`src/rtl/vm_pkg.sv`:
```
// Shared vending-machine constants: button channel indices and the default debounce length.
package vm_pkg;

  localparam int CH_COIN   = 0;
  localparam int CH_COFFEE = 1;
  localparam int CH_SPRITE = 2;
  localparam int NUM_CH    = 3;

  localparam int DEFAULT_DEBOUNCE_CYCLES = 500000;

  // One-hot of the lowest set bit; channel 0 (coin) wins over higher indices.
  function automatic logic [NUM_CH-1:0] priority_grant(input logic [NUM_CH-1:0] req);
    return req & (~req + NUM_CH'(1));
  endfunction

endpackage

```
`src/rtl/vm_btn_debounce.sv`:
```
// One button channel: 2-FF synchronizer, debounce filter, rising-edge strobe.
// VM_BTN_ACTIVE_LOW_EN: raw input is pressed-low and is inverted ahead of the synchronizer.
module vm_btn_debounce #(
  parameter int DEBOUNCE_CYCLES = 500000
) (
  input  logic clk,
  input  logic rst,
  input  logic btn,
  output logic rise
);

  localparam int CNT_W = $clog2(DEBOUNCE_CYCLES);
  localparam logic [CNT_W-1:0] CNT_LAST = CNT_W'(DEBOUNCE_CYCLES - 1);

  logic             btn_pressed;
  logic             sync1_reg;
  logic             sync2_reg;
  logic             stable_reg;
  logic [CNT_W-1:0] cnt_reg;
  logic             accept;

`ifdef VM_BTN_ACTIVE_LOW_EN
  assign btn_pressed = ~btn;
`else
  assign btn_pressed = btn;
`endif

  // The new level is accepted on the edge where the count reaches its last value.
  assign accept = (sync2_reg != stable_reg) && (cnt_reg == CNT_LAST);
  assign rise   = accept && sync2_reg;

  always_ff @(posedge clk) begin
    if (rst) begin
      sync1_reg  <= 1'b0;
      sync2_reg  <= 1'b0;
      stable_reg <= 1'b0;
      cnt_reg    <= '0;
    end else begin
      sync1_reg <= btn_pressed;
      sync2_reg <= sync1_reg;
      if (sync2_reg == stable_reg) begin
        cnt_reg <= '0;
      end else if (accept) begin
        stable_reg <= sync2_reg;
        cnt_reg    <= '0;
      end else begin
        cnt_reg <= cnt_reg + CNT_W'(1);
      end
    end
  end

endmodule

```
`src/rtl/vm_button_conditioner.sv`:
```
// Conditions coin/coffee/sprite buttons and serializes them into one-hot single-cycle requests.
module vm_button_conditioner
  import vm_pkg::*;
#(
  parameter int DEBOUNCE_CYCLES = DEFAULT_DEBOUNCE_CYCLES
) (
  input  logic clk,
  input  logic rst,
  input  logic i_btn_coin,
  input  logic i_btn_coffee,
  input  logic i_btn_sprite,
  output logic o_coin,
  output logic o_coffee,
  output logic o_sprite,
  output logic o_busy
);

  logic [NUM_CH-1:0] raw;
  logic [NUM_CH-1:0] rise;
  logic [NUM_CH-1:0] grant;
  logic [NUM_CH-1:0] pending_reg;
  logic [NUM_CH-1:0] req_reg;

  assign raw[CH_COIN]   = i_btn_coin;
  assign raw[CH_COFFEE] = i_btn_coffee;
  assign raw[CH_SPRITE] = i_btn_sprite;

  generate
    for (genvar gi = 0; gi < NUM_CH; gi++) begin : g_ch
      vm_btn_debounce #(
        .DEBOUNCE_CYCLES(DEBOUNCE_CYCLES)
      ) u_debounce (
        .clk  (clk),
        .rst  (rst),
        .btn  (raw[gi]),
        .rise (rise[gi])
      );
    end
  endgenerate

  assign grant = priority_grant(pending_reg);

  // A rise landing on the cycle its own flag is issued re-arms the flag.
  always_ff @(posedge clk) begin
    if (rst) begin
      pending_reg <= '0;
      req_reg     <= '0;
    end else begin
      pending_reg <= (pending_reg & ~grant) | rise;
      req_reg     <= grant;
    end
  end

  assign o_coin   = req_reg[CH_COIN];
  assign o_coffee = req_reg[CH_COFFEE];
  assign o_sprite = req_reg[CH_SPRITE];
  assign o_busy   = |pending_reg;

endmodule

```
`config.mk`:
```
export PLATFORM = sky130hd
export DESIGN_NAME = vm_button_conditioner
export DESIGN_NICKNAME = d
export VERILOG_FILES = /design/src/rtl/vm_pkg.sv /design/src/rtl/vm_btn_debounce.sv /design/src/rtl/vm_button_conditioner.sv
export SDC_FILE = /design/constraint.sdc
export NUM_CORES = 1
export LEC_CHECK = 0
export ABC_AREA = 1
export CAP_MARGIN = 20
export CORE_MARGIN = 1.5
export CORE_UTILIZATION = 40
export CTS_CLUSTER_SIZE = 40
export DETAILED_ROUTE_END_ITERATION = 12
export SLEW_MARGIN = 20
export SYNTH_ARGS = -nofsm -noshare
export SYNTH_HDL_FRONTEND = slang
export SYNTH_SLANG_ARGS = --single-unit
export TNS_END_PERCENT = 10
```
`constraint.sdc`:
```
create_clock -name clk -period 1.5 [get_ports clk]
set_input_delay 0.15 -clock clk [delete_from_list [all_inputs] [get_ports clk]]
set_output_delay 0.15 -clock clk [all_outputs]
set_load 0.02 [all_outputs]
```
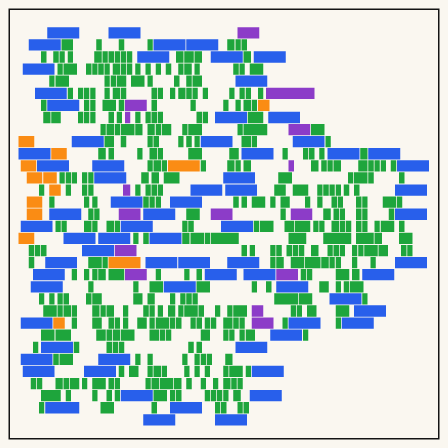
**Above:** placement by cell class.
- orange: remaining buffers and delay cells (cells 13; share of their area 3.7%)
- blue: registers (cells 72; share of their area 38%)
- green: remaining logic cells (cells 426; share of their area 54%)
- purple: clock drivers and dummy loads (cells 15; share of their area 4.9%)
Seq area share: 36.6%
Design Area, Final: 3950 um2
Core Util, Final: 47.5%
Row Count: 33

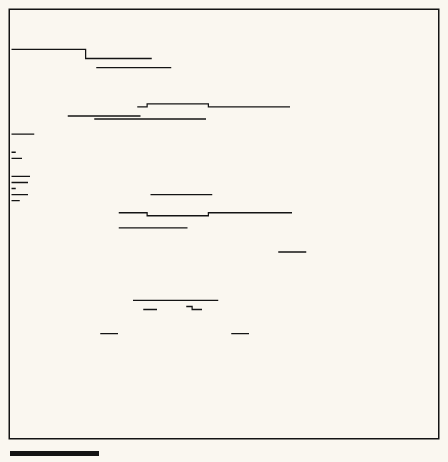
**Above:** signal wires on met3.
Bar = 20 um.
- main direction: horizontal
- longest straight run: 24.8 um
total number of vias: 2918
Routed WL: 6.73 mm

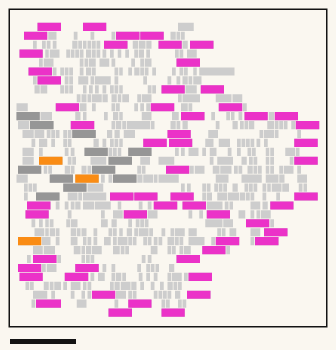
**Above:** register map, names as in the netlist.
Bar = 20 um. Other sequential cells in the stronger gray, the rest of the logic in the fainter gray.
- magenta: `g_ch.u_debounce.cnt_reg` (sequential cells 57; where widely spread)
- orange: `g_ch.u_debounce.sync1_reg` (sequential cells 3)
- not colored: 12
P_seq: 1930 uW
register area: 1440 um2

==> run_results.csv <==
group,metric,value,unit
die,fp.dieW,96.3,um
routing,firstDrtPassIters,4,
placement,gp_congestion,0.884,
layout,synthToLayoutAreaGrowth,13.4,%
layout,diodes,0,
placement,hpwl,4.88,mm
setup_path,worstReg2RegStart,"g_ch[2].u_debounce.cnt_reg[0]$_SDFF_PP0_",
synth,netlist_area,3480,um2
clocking,cts_tree,"yes",
setup_path,start_kind,"flop",
die,io_pins,9,
grt,grt_max_degree,20,
setup_path,critPathRequiredTime,1780,ps
synth,ys_warn_count,0,
setup_path,crit_fanout,4,
sta,min_period,1420,ps
synth,yosysUniqueCellTypes,25,
routing,wl_met2,2.84,mm
power,comb_power_share,1.9,%
sta,slew_violations,0,
layout,largest_reg_flops,57,
setup_path,reg2reg_to,"g_ch[2].u_debounce.stable_reg$_SDFFE_PP0P_",
grt,busiest_layer,"met2",
placement,placedCellCount,615,
routing,wl_met1,3.60,mm
routing,top_layer,"met4",
clocking,clk_pin_slew,80,ps
synth,synthTopCellsByArea,"dfxtp_1 41%, nor2_1 14%, nand2_1 12%",
power,p_int,2750,uW
synth,yosysCellCount,501,
sta,setup_tns,0,ps
synth,yosys.area.top_type_share,41.4,%
routing,drc,0,
routing,routed_via_density,4.62,
flow_run,drv_cap,0,
die,die_y,96.3,um
setup_path,cp-end-kind,"flop",
setup_path,endpoint,"g_ch[2].u_debounce.stable_reg$_SDFFE_PP0P_",
clocking,cts_buffers,9,
min_path,hold_path_depth,3,
clocking,insertion_delay,340,ps
synth,ys_ff,72,
grt,grt_pass1_vias,2656,
sta,fin_ws,75.8,ps
setup_path,cp.arrival,1700,ps
synth,ys_area,3480,um2
routing,drt_iter0_drc,94,
clocking,clock_sink_count,72,
die,die_area,9260,um2
synth,fp_nets,509,
sta,finalSetupViolCount,0,
flow_run,tool_warnings,26,
routing,wl_met3,254,um
layout,final_cell_mix,"123 x nor2_1, 109 x nand2_1, 71 x dfxtp_1, 65 x inv_1, 33 x nand3_1",
setup_path,crit_start,"g_ch[2].u_debounce.cnt_reg[0]$_SDFF_PP0_",
power,clkPwrFrac,42.7,%
sta,finalClockPeriodUsage,94.9,%
run_status,status,"finished, final reports clean",
setup_path,rr_worst_depth,6,
sta,fmax,0.702,GHz
clocking,cts_hold_buf,0,
setup_path,r2r_slack,80,ps
placement,place_ws,42.9,ps
power,power.share.sequential,55.4,%
clocking,htreeDepth,3,
routing,ant_nets,0,
power,power.total,3480,uW
min_path,hold_start,"i_btn_coin",
grt,overflow,0,
grt,grt_first_pass_wirelength,11.6,mm
clocking,cts_buffer_depth,2,
power,irDropWorstVdd,536,uV
min_path,hold_class,"primary input to flop",
sta,skew,14.2,ps
sta,slew_headroom,80.3,%
power,swShare,20.9,%
grt,grtUsageMet1,22.0,%
sta,whs,321,ps
power,switchingPower,725,uW
layout,nets,530,
sta,tightest_slew,294,ps
placement,portBuffers,8,
power,p_leak,0.00129,uW
grt,grt_use_met3,3.32,%
synth,synth_top_cell_by_area,"dfxtp_1",
routing,detail_route.wl_per_cell,10.7,um
power,power_density,881,nW/um2
clocking,root_buffer,"clkbuf_8",
grt,use_met2,24.5,%
setup_path,crit_type,"flop to flop",
synth,avgSynthCellArea,6.94,um2
synth,ys_seq_share,41.4,%
grt,globalRouteTotalUtil,16.2,%
grt,antenna_found_initial,0,
layout,layout_top_cell,"nor2_1",
layout,drive_gt1_share,8.75,%
sta,hold_violations,0,
placement,place_area,3710,um2
synth,synthCells,501,
min_path,min_to,"g_ch[0].u_debounce.sync1_reg$_SDFF_PP0_",
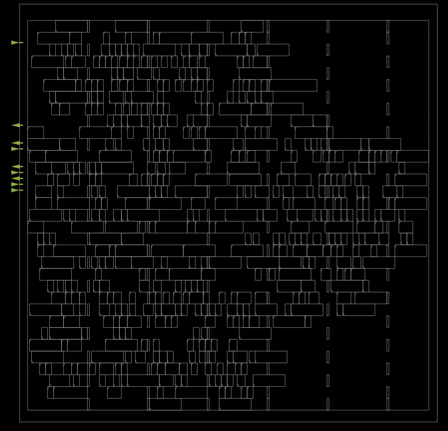
**Above:** cell placement.
Tapcell Cnt: 105
final-layout fill cell count: 844
Finished Layout Cells: 631
FFs & Latches: 72

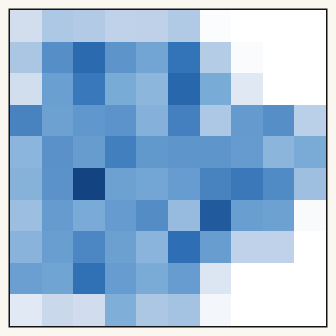
**Above:** local utilization.
The die is cut into 10 by 10 equal tiles; white is low, dark blue is high, 0 to 100% covered.
- emptiest ninth of the die: north-east
- mean over tiles: 41%
- nearly empty tiles: 15%
- fullest tile: 93%
- tiles over 75% full: 4.0%
fp_density: 41.9%
CORE AREA: 8300 um2

[worst max-delay path: stages (launching register included)]
cell and delay, ps:
dfxtp_1 350, ha_2 220, nand3_2 150, nor2_2 150, nand3_2 170, or2_4 280, nand2_1 50
[synth_stat cells]
master / n
a21oi_1: 7
buf_6: 3
clkbuf_1: 1
dfxtp_1: 72
ha_1: 3
inv_1: 65
inv_2: 1
nand2_1: 109
nand2_2: 1
nand3_1: 35
nand3_2: 5
nand3_4: 1
nand3b_1: 1
nand4_1: 13
nor2_1: 126
nor2_2: 4
nor2_4: 2
nor3_1: 6
o21ai_0: 1
o21ai_1: 1
o21bai_1: 1
or2_1: 1
or2_2: 4
xnor2_1: 15
xor2_1: 23
[kinds of logic (layout without fill, tap and decap cells)]
kind of cell | after synthesis | count (layout) | synth area share, %
buffers and inverters | 70 | 94 | 8.20
and+or+nand+nor | 308 | 309 | 38.2
adders and majority gates | 3 | 3 | 1.08
AOI/OAI and AO/OA | 10 | 10 | 1.51
xor gates and xnor gates | 38 | 38 | 9.57
DFF | 72 | 72 | 41.4
[layout make-up]
class,count,area [um2],area share [%]
multi-input cells,360,1790,45.5
flip-flops and latches,72,1440,36.6
inverters,66,248,6.28
clock buffers,12,145,3.68
repair buffers,13,141,3.58
well taps,105,131,3.33
clock inverters,3,42.5,1.08
[what timing repair did]
item / 4_1_cts / 5_1_grt
buffers inserted: 0 / 0
cloned: 0 / 1
setup endpoints to repair: 1 / 42
gates resized: 1 / 10
pin swaps: 0 / 2
hold endpoints to repair: 0 / 0
[power groups by stage]
stage | sequential (uW) | combinational [uW] | clock [uW]
after floorplan | 1970 | 37.6 | 0
after global placement | 1970 | 62.1 | 0
after detailed placement | 1970 | 63.0 | 0
after CTS | 1920 | 63.1 | 1550
after global routing | 1930 | 73.6 | 1620
final | 1930 | 65.3 | 1490
Power is estimated from default activity; no workload was simulated.
